<file path="config.mk">
export PLATFORM = sky130hd
export DESIGN_NAME = spi_reg_bank
export DESIGN_NICKNAME = d
export VERILOG_FILES = /design/src/rtl/spi_reg_defs.sv /design/src/rtl/sat_cnt16.sv /design/src/rtl/spi_reg_bank.sv
export SDC_FILE = /design/constraint.sdc
export NUM_CORES = 1
export LEC_CHECK = 0
export ABC_AREA = 1
export CORE_MARGIN = 2
export CORE_UTILIZATION = 55
export DETAILED_ROUTE_END_ITERATION = 12
export GPL_ROUTABILITY_DRIVEN = 0
export GPL_TIMING_DRIVEN = 0
export HOLD_SLACK_MARGIN = 0.1
export PLACE_DENSITY = 0.79
export REMOVE_ABC_BUFFERS = 1
export SYNTH_ARGS = -nofsm -noshare
export SYNTH_HDL_FRONTEND = slang
export SYNTH_HIERARCHICAL = 1
export SYNTH_SLANG_ARGS = --single-unit
</file>
<file path="constraint.sdc">
create_clock -name clk -period 1.8 [get_ports clk]
set_input_delay 0.36 -clock clk [delete_from_list [all_inputs] [get_ports clk]]
set_output_delay 0.36 -clock clk [all_outputs]
set_load 0.01 [all_outputs]
</file>
<file path="src/rtl/spi_reg_defs.sv">
// ---------------------------------------------------------------------------
// spi_reg_defs
// Shared definitions for the SPI register bank and the SPI command stage.
// It holds the register address map, the ID and reset defaults, the
// handshake FSM state encodings and a small address-decode helper.
// ---------------------------------------------------------------------------
package spi_reg_defs;

   localparam int unsigned ADDR_W = 7;
   localparam int unsigned DATA_W = 16;

   // Register address map
   localparam logic [6:0] ADDR_ID      = 7'h00;
   localparam logic [6:0] ADDR_SCRATCH = 7'h01;
   localparam logic [6:0] ADDR_CTRL    = 7'h02;
   localparam logic [6:0] ADDR_STATUS  = 7'h03;
   localparam logic [6:0] ADDR_CNT0    = 7'h04;
   localparam logic [6:0] ADDR_CNT3    = 7'h07;
   localparam logic [6:0] ADDR_STICKY  = 7'h08;
   localparam logic [6:0] ADDR_SRST    = 7'h09;

   // ID value and reset defaults
   localparam logic [15:0] ID_DEFAULT  = 16'h5A01;
   localparam logic [15:0] SCRATCH_RST = 16'h0000;
   localparam logic [15:0] CTRL_RST    = 16'h0000;

   // Write-handshake FSM states
   localparam logic [1:0] ST_IDLE     = 2'd0;
   localparam logic [1:0] ST_ACK      = 2'd1;
   localparam logic [1:0] ST_WAIT_LOW = 2'd2;

   // True for the four event-counter addresses CNT0..CNT3
   function automatic logic is_cnt_addr(input logic [6:0] addr);
      return (addr >= ADDR_CNT0) && (addr <= ADDR_CNT3);
   endfunction

endpackage

</file>
<file path="src/rtl/sat_cnt16.sv">
// ---------------------------------------------------------------------------
// sat_cnt16
// A 16-bit event counter that saturates at 16'hFFFF. A clear has priority
// over an increment in the same cycle.
// Ports:
//   clk    in   system clock
//   rst_n  in   asynchronous active-low reset (count -> 0)
//   inc    in   increment request (ignored once saturated)
//   clr    in   synchronous clear, wins over inc
//   cnt    out  current count
// ---------------------------------------------------------------------------
module sat_cnt16 (
   input  logic        clk,
   input  logic        rst_n,
   input  logic        inc,
   input  logic        clr,
   output logic [15:0] cnt
);

   logic [15:0] cnt_q;
   logic [15:0] cnt_d;

   always_comb begin
      cnt_d = cnt_q;
      if (clr) begin
         cnt_d = 16'h0000;
      end else if (inc && (cnt_q != 16'hFFFF)) begin
         cnt_d = cnt_q + 16'd1;
      end
   end

   always_ff @(posedge clk or negedge rst_n) begin
      if (!rst_n) begin
         cnt_q <= 16'h0000;
      end else begin
         cnt_q <= cnt_d;
      end
   end

   assign cnt = cnt_q;

endmodule

</file>
<file path="src/rtl/spi_reg_bank.sv">
// ---------------------------------------------------------------------------
// spi_reg_bank
// Register bank behind the SPI command stage. Writes arrive through a
// req/ack handshake (one ack and one write per held request); reads are a
// registered mux of spi_addr with one cycle of latency.
// Registers: ID (RO), SCRATCH, CTRL, STATUS (synchronised status_in),
// four saturating event counters (write clears), STICKY error flags (W1C)
// and SRST, which launches a soft-reset pulse on soft_rst_n.
// Ports:
//   clk         in   system clock
//   rst_n       in   asynchronous active-low reset
//   spi_req     in   write request, held until spi_ack
//   spi_ack     out  one-cycle write-accept pulse
//   spi_addr    in   register address (reads always, writes while spi_req)
//   reg_din     in   write data
//   reg_dout    out  read data for the previous cycle's spi_addr
//   ctrl_out    out  CTRL register contents
//   status_in   in   asynchronous status levels
//   event_in    in   event pulses feeding CNT0..CNT3
//   err_in      in   error pulses feeding STICKY[7:0]
//   soft_rst_n  out  active-low soft reset for downstream logic
// ---------------------------------------------------------------------------
module spi_reg_bank
   import spi_reg_defs::*;
#(
   parameter logic [15:0] ID_VALUE = ID_DEFAULT,
   parameter int          DELAY    = 2,
   parameter int unsigned SRST_LEN = 16
) (
   input  logic        clk,
   input  logic        rst_n,
   input  logic        spi_req,
   output logic        spi_ack,
   input  logic [6:0]  spi_addr,
   input  logic [15:0] reg_din,
   output logic [15:0] reg_dout,
   output logic [15:0] ctrl_out,
   input  logic [15:0] status_in,
   input  logic [3:0]  event_in,
   input  logic [7:0]  err_in,
   output logic        soft_rst_n
);

   // DELAY only annotates legacy behavioural models; the flops here are
   // zero-delay, so the parameter is carried for interface compatibility.
   if (DELAY < 0) begin : g_delay_compat
   end

   localparam logic [7:0] SRST_LOAD = 8'(SRST_LEN);

   logic [1:0]  state_q,       state_d;
   logic        spi_ack_q,     spi_ack_d;
   logic [15:0] reg_dout_q,    reg_dout_d;
   logic [15:0] scratch_q,     scratch_d;
   logic [15:0] ctrl_q,        ctrl_d;
   logic [15:0] status_meta_q, status_sync_q;
   logic [7:0]  sticky_q,      sticky_d;
   logic [7:0]  srst_cnt_q,    srst_cnt_d;
   logic        soft_rst_n_q,  soft_rst_n_d;

   logic        wr_en;
   logic [3:0]  cnt_clr;
   logic [15:0] cnt [4];

   // ---------------- write handshake ----------------
   always_comb begin
      state_d = state_q;
      case (state_q)
         ST_IDLE:     if (spi_req)  state_d = ST_ACK;
         ST_ACK:                    state_d = ST_WAIT_LOW;
         ST_WAIT_LOW: if (!spi_req) state_d = ST_IDLE;
         default:                   state_d = ST_IDLE;
      endcase
   end

   // The write commits during the ACK cycle, using that cycle's addr/data.
   assign wr_en     = (state_q == ST_ACK);
   assign spi_ack_d = (state_d == ST_ACK);

   // ---------------- writable registers ----------------
   always_comb begin
      scratch_d = scratch_q;
      ctrl_d    = ctrl_q;
      if (wr_en && (spi_addr == ADDR_SCRATCH)) scratch_d = reg_din;
      if (wr_en && (spi_addr == ADDR_CTRL))    ctrl_d    = reg_din;
   end

   // W1C is applied first, then new errors are ORed in so a set wins.
   always_comb begin
      sticky_d = sticky_q;
      if (wr_en && (spi_addr == ADDR_STICKY)) sticky_d = sticky_d & ~reg_din[7:0];
      sticky_d = sticky_d | err_in;
   end

   // A new SRST write reloads the full length, even mid-pulse.
   always_comb begin
      srst_cnt_d = srst_cnt_q;
      if (wr_en && (spi_addr == ADDR_SRST) && reg_din[0]) begin
         srst_cnt_d = SRST_LOAD;
      end else if (srst_cnt_q != 8'd0) begin
         srst_cnt_d = srst_cnt_q - 8'd1;
      end
      soft_rst_n_d = (srst_cnt_d == 8'd0);
   end

   // ---------------- event counters ----------------
   for (genvar i = 0; i < 4; i++) begin : g_cnt
      assign cnt_clr[i] = wr_en && (spi_addr == (ADDR_CNT0 + 7'(i)));
      sat_cnt16 u_cnt (
         .clk   (clk),
         .rst_n (rst_n),
         .inc   (event_in[i]),
         .clr   (cnt_clr[i]),
         .cnt   (cnt[i])
      );
   end

   // ---------------- read mux ----------------
   always_comb begin
      reg_dout_d = 16'h0000;
      case (spi_addr)
         ADDR_ID:      reg_dout_d = ID_VALUE;
         ADDR_SCRATCH: reg_dout_d = scratch_q;
         ADDR_CTRL:    reg_dout_d = ctrl_q;
         ADDR_STATUS:  reg_dout_d = status_sync_q;
         ADDR_STICKY:  reg_dout_d = {8'h00, sticky_q};
         ADDR_SRST:    reg_dout_d = {15'b0, ~soft_rst_n_q};
         default: begin
            if (is_cnt_addr(spi_addr)) reg_dout_d = cnt[spi_addr[1:0]];
         end
      endcase
   end

   // ---------------- state registers ----------------
   always_ff @(posedge clk or negedge rst_n) begin
      if (!rst_n) begin
         state_q       <= ST_IDLE;
         spi_ack_q     <= 1'b0;
         reg_dout_q    <= 16'h0000;
         scratch_q     <= SCRATCH_RST;
         ctrl_q        <= CTRL_RST;
         status_meta_q <= 16'h0000;
         status_sync_q <= 16'h0000;
         sticky_q      <= 8'h00;
         srst_cnt_q    <= 8'd0;
         soft_rst_n_q  <= 1'b1;
      end else begin
         state_q       <= state_d;
         spi_ack_q     <= spi_ack_d;
         reg_dout_q    <= reg_dout_d;
         scratch_q     <= scratch_d;
         ctrl_q        <= ctrl_d;
         // Two-flop synchroniser per status bit
         status_meta_q <= status_in;
         status_sync_q <= status_meta_q;
         sticky_q      <= sticky_d;
         srst_cnt_q    <= srst_cnt_d;
         soft_rst_n_q  <= soft_rst_n_d;
      end
   end

   assign spi_ack    = spi_ack_q;
   assign reg_dout   = reg_dout_q;
   assign ctrl_out   = ctrl_q;
   assign soft_rst_n = soft_rst_n_q;

endmodule

</file>
### Hierarchy map

Other cells in grey.
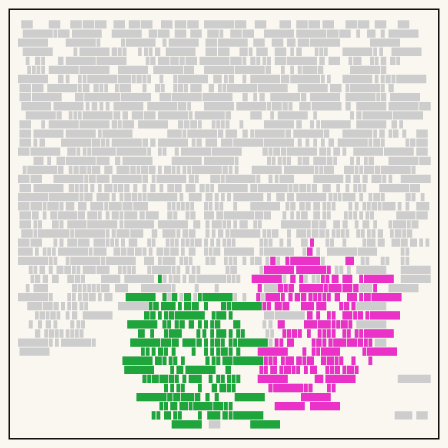
instance	colour	cells	where
`g_cnt[3].u_cnt`	green	141	south
`g_cnt[2].u_cnt`	magenta	143	south-east
not coloured	910
Die Footprint: 16410 sq um
Finished Core Util: 68.05%
non-filler cells in the finished layout: 1382

==> run notes <==
Here are the numbers from the latest Yosys + OpenROAD run.

The timing report gives the worst reg2reg path a setup slack of 20 ps. The number of search-and-repair iterations in the first detailed-routing pass is 6. STA classifies the critical path endpoint as a register. Wire segments on met2 add up to between 10000 and 15000 microns in the final route. TritonCTS built the clock tree.

The required arrival time at the worst endpoint is approximately 2100 ps. As logged by OpenROAD, the buffers inserted on ports number 87. Per the detail_route report, the via count comes to between 7000 and 8000. The vertical die dimension is about 130 microns. The initial antenna violation count came out at 0. The async set or reset register ratio after synthesis is 100.0%.

The synthesized instance count is roughly 1100. Per the synth log, the flip-flop and latch total comes to about 160. The HPWL after detailed placement came out at approximately 15000 microns. The worst slew margin relative to its limit is between 50% and 60%.

The number of buffers on the longest clock path came out at 2. The cell sequence reported for the critical path is inv_1, nand2_1, inv_2, nand2_4, nor2_4, clkinv_4, o21ai_0, a21oi_1, nand2_1, o21ai_0. The pre-CTS setup slack is -1665 ps. The number of unique standard cell types used by synthesis came out at 31.

The synthesized chip area reported by yosys came out at ~8500 sq um. The commonest non-fill, non-tap cell in the layout is nand2_1. The startpoint of the tightest hold check path is status_meta_q[8]$_DFF_PN0_.

In this run the most used layer during global routing was met2. On the worst setup and hold paths after CTS, the clock-pin slew comes to roughly 70 ps. The report lists the number of standard-cell rows as 45. Yosys reports that the most numerous cell types are nand2_1, dfrtp_1, inv_1. The highest clock rate is between 500 and 600 MHz.

The average instance area after synthesis is 7.820 sq um. Note that the worst hold path type here is reg -> reg. The skew report gives the latency at the later pin of the worst-skew pair as between 400 and 500 ps. The launch point of the critical path was reported as state_q[1]$_DFF_PN0_. The total clock buffers created by CTS came out at 17.

The ratio of final minimum period to clock period came out at around 99%. The via density per instance came out at between 5 and 6. The number of warnings reported in the stage logs is 29. The area added between synthesis and finish is 21.69%.

The worst hold slack across all endpoints is approximately 350 ps. The finished design was reported to have a net count of 1241. Counting flops with a built-in enable in the synthesized netlist gives 0. Per the layout report, the design carries 1157 filler cells. OpenSTA lists the critical path endpoint as g_cnt[2].u_cnt/cnt[3]$_DFFE_PN0P_.

In this run the critical register-to-register path is launched from state_q[1]$_DFF_PN0_. The via count of the first global-routing pass is ~7200. The worst register-to-register path ends at g_cnt[2].u_cnt/cnt[3]$_DFFE_PN0P_.

The clock H-tree reported by CTS has 4 levels. The worst hold path terminates at status_sync_q[8]$_DFF_PN0_. The total number of yosys warnings is 6. The top cell types in the final layout, fill and taps aside, are nand2_1, dfrtp_1, clkdlybuf4s50_1. Summed over all cells, the static leakage comes to just under 5 nW.

The worst vdd rail ir drop is 921.7 uV. The design draws 9.887 mW. The count of final hold-check violations came out at 0.

The signal arrival time at the worst endpoint is around 2100 ps. Setup slack closes at 18.65 ps. The flow ran to the end, and the final reports show no timing, DRC or antenna violations. The first-pass GRT wire length came out at 35680 microns.

Of the post-synthesis cell area, the dominant cell type holds 48.16%. Power spread over the standard cell area amounts to ~960 nW/um^2. Counting every sink on the clock net gives approximately 160. The pin closest to its max-slew limit shows a slew of a little over 600 ps. The largest driver fanout on the critical path came out at 5. The sum of met3 wire segment lengths after detailed routing is about 1500 microns. The top-level I/O count came out at approximately 90. Measured along the x axis, the die boundary spans around 130 microns. The core region is about 15000 sq um. Looking at the clock tree report, the root buffer type is clkbuf_16. Ranked by total cell area, the synthesized netlist is headed by dfrtp_1, nand2_1, nand4_1.

The global-route congestion overflow total is 0. The worst clock skew on the final layout came out at between 6 and 7 ps. The worst setup path category is reg -> reg. The number of maximum-capacitance violations is 0. The count of nets left with antenna violations once routing finished came out at 0. The starting DRC count in detailed routing is just over 800. The final report lists the setup-violating endpoint count as 0. The most used flip-flop cell after synthesis is dfrtp_1. The final wirelength came out at 22010 microns. The worst-case reg-to-reg path depth is 10. Signal nets in the final route climb as high as met4. STA classifies the critical path startpoint as a register. The ratio of cells with drive above 1 in the final layout came out at around 11%. The detailed router put a total of between 9000 and 10000 microns of wire on met1.

The sequential element share of the synthesized area came out at slightly below 50%. The worst hold path passes through 0 cells. For this run the top cell type by instance count after synthesis was nand2_1.

The pin count of the biggest net entering global routing came out at about 120. The minimum clock period after layout is between 1500 and 2000 ps. The count of final max-slew check failures came out at 0. Summed over all instances, the cell type with the most area after synthesis is dfrtp_1. The yosys stat cell total came out at between 1000 and 1500. The remaining design rule violation count is 0. For this configuration, the core starts out at a cell density of ~56%. The largest single stage delay on the critical path is roughly 400 ps. The slowest stage of the critical path is the dfrtp_1 cell.

The post-synthesis cell area came out at 8469 sq um. The number of inserted diodes is 0.
### Routing congestion

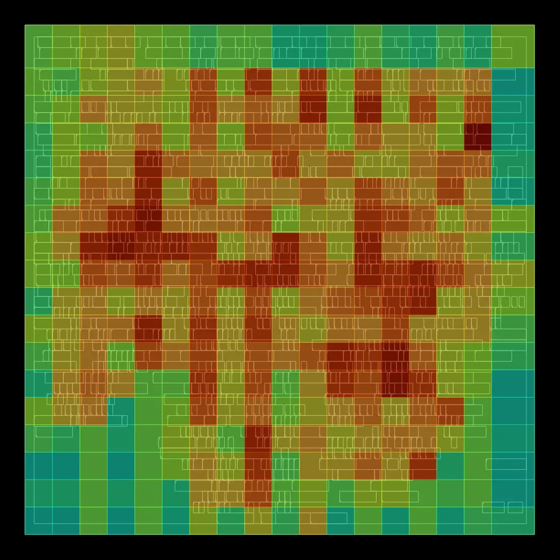
global-route track usage on met3: 5.593%
average wire length per cell after detail routing: 15.93 microns
met2 global-route usage: 44.04%
total track usage: 27.76%
met1 track demand over resource in global routing: 37.90%

layout make-up:
| cell class | count | area, sq um | area share, % |
|---|---|---|---|
| Multi-Input combinational cell | 796 | 3915 | 37.99 |
| Inverter | 97 | 394.1 | 3.824 |
| Clock inverter | 15 | 166.4 | 1.615 |
| Clock buffer | 17 | 425.4 | 4.128 |
| Sequential cell | 164 | 4105 | 39.83 |
| Timing Repair Buffer | 105 | 1065 | 10.33 |
| Tap cell | 188 | 235.2 | 2.282 |
through the flow:
stage,area (sq um),setup TNS (ps),cells
final,10310,0,1382
after global routing,10310,-77.04,1382
after CTS,10170,-95.09,1374
after detailed placement,9427,-142900,1333
after global placement,9394,-1167790,1332
after floorplan,8288,-19860,1057
logic make-up after synthesis:
kind of cell / synth area share [%]
DFF: 48.47
and+or+nand+nor: 35.53
AOI/OAI and AO/OA: 6.382
buffers and inverters: 6.559
xor gates and xnor gates: 2.172
adders and majority gates: 0.8864
flip-flops by register name (all words and copies together) (netlist names):
signal	flops
ctrl_out	16
g_cnt.u_cnt/cnt	64
reg_dout	16
scratch_q	16
soft_rst_n	1
spi_ack	1
srst_cnt_q	8
state_q	2
status_meta_q	16
status_sync_q	16
sticky_q	8
timing repair:
item                                    in CTS  in global routing
endpoints found under the hold margin       42                  0
pin swaps                                    5                  6
endpoints found under the setup margin     116                 83
setup buffers                                8                  8
resized                                     24                 23
hold buffers                                 1                  0
worst max-delay path, delay by kind of cell (launching register included):
family | cells | cell delay [ps]
and+or+nand+nor | 4 | 610
DFF | 1 | 400
buffers and inverters | 3 | 360
AOI/OAI and AO/OA | 3 | 290
power by group:
| group | internal [mW] | switching, mW |
|---|---|---|
| clock | 1.97 | 1.67 |
| sequential | 4.08 | 0.407 |
| combinational | 0.707 | 1.05 |
| total | 6.76 | 3.13 |
Power and IR drop assume default switching activity.
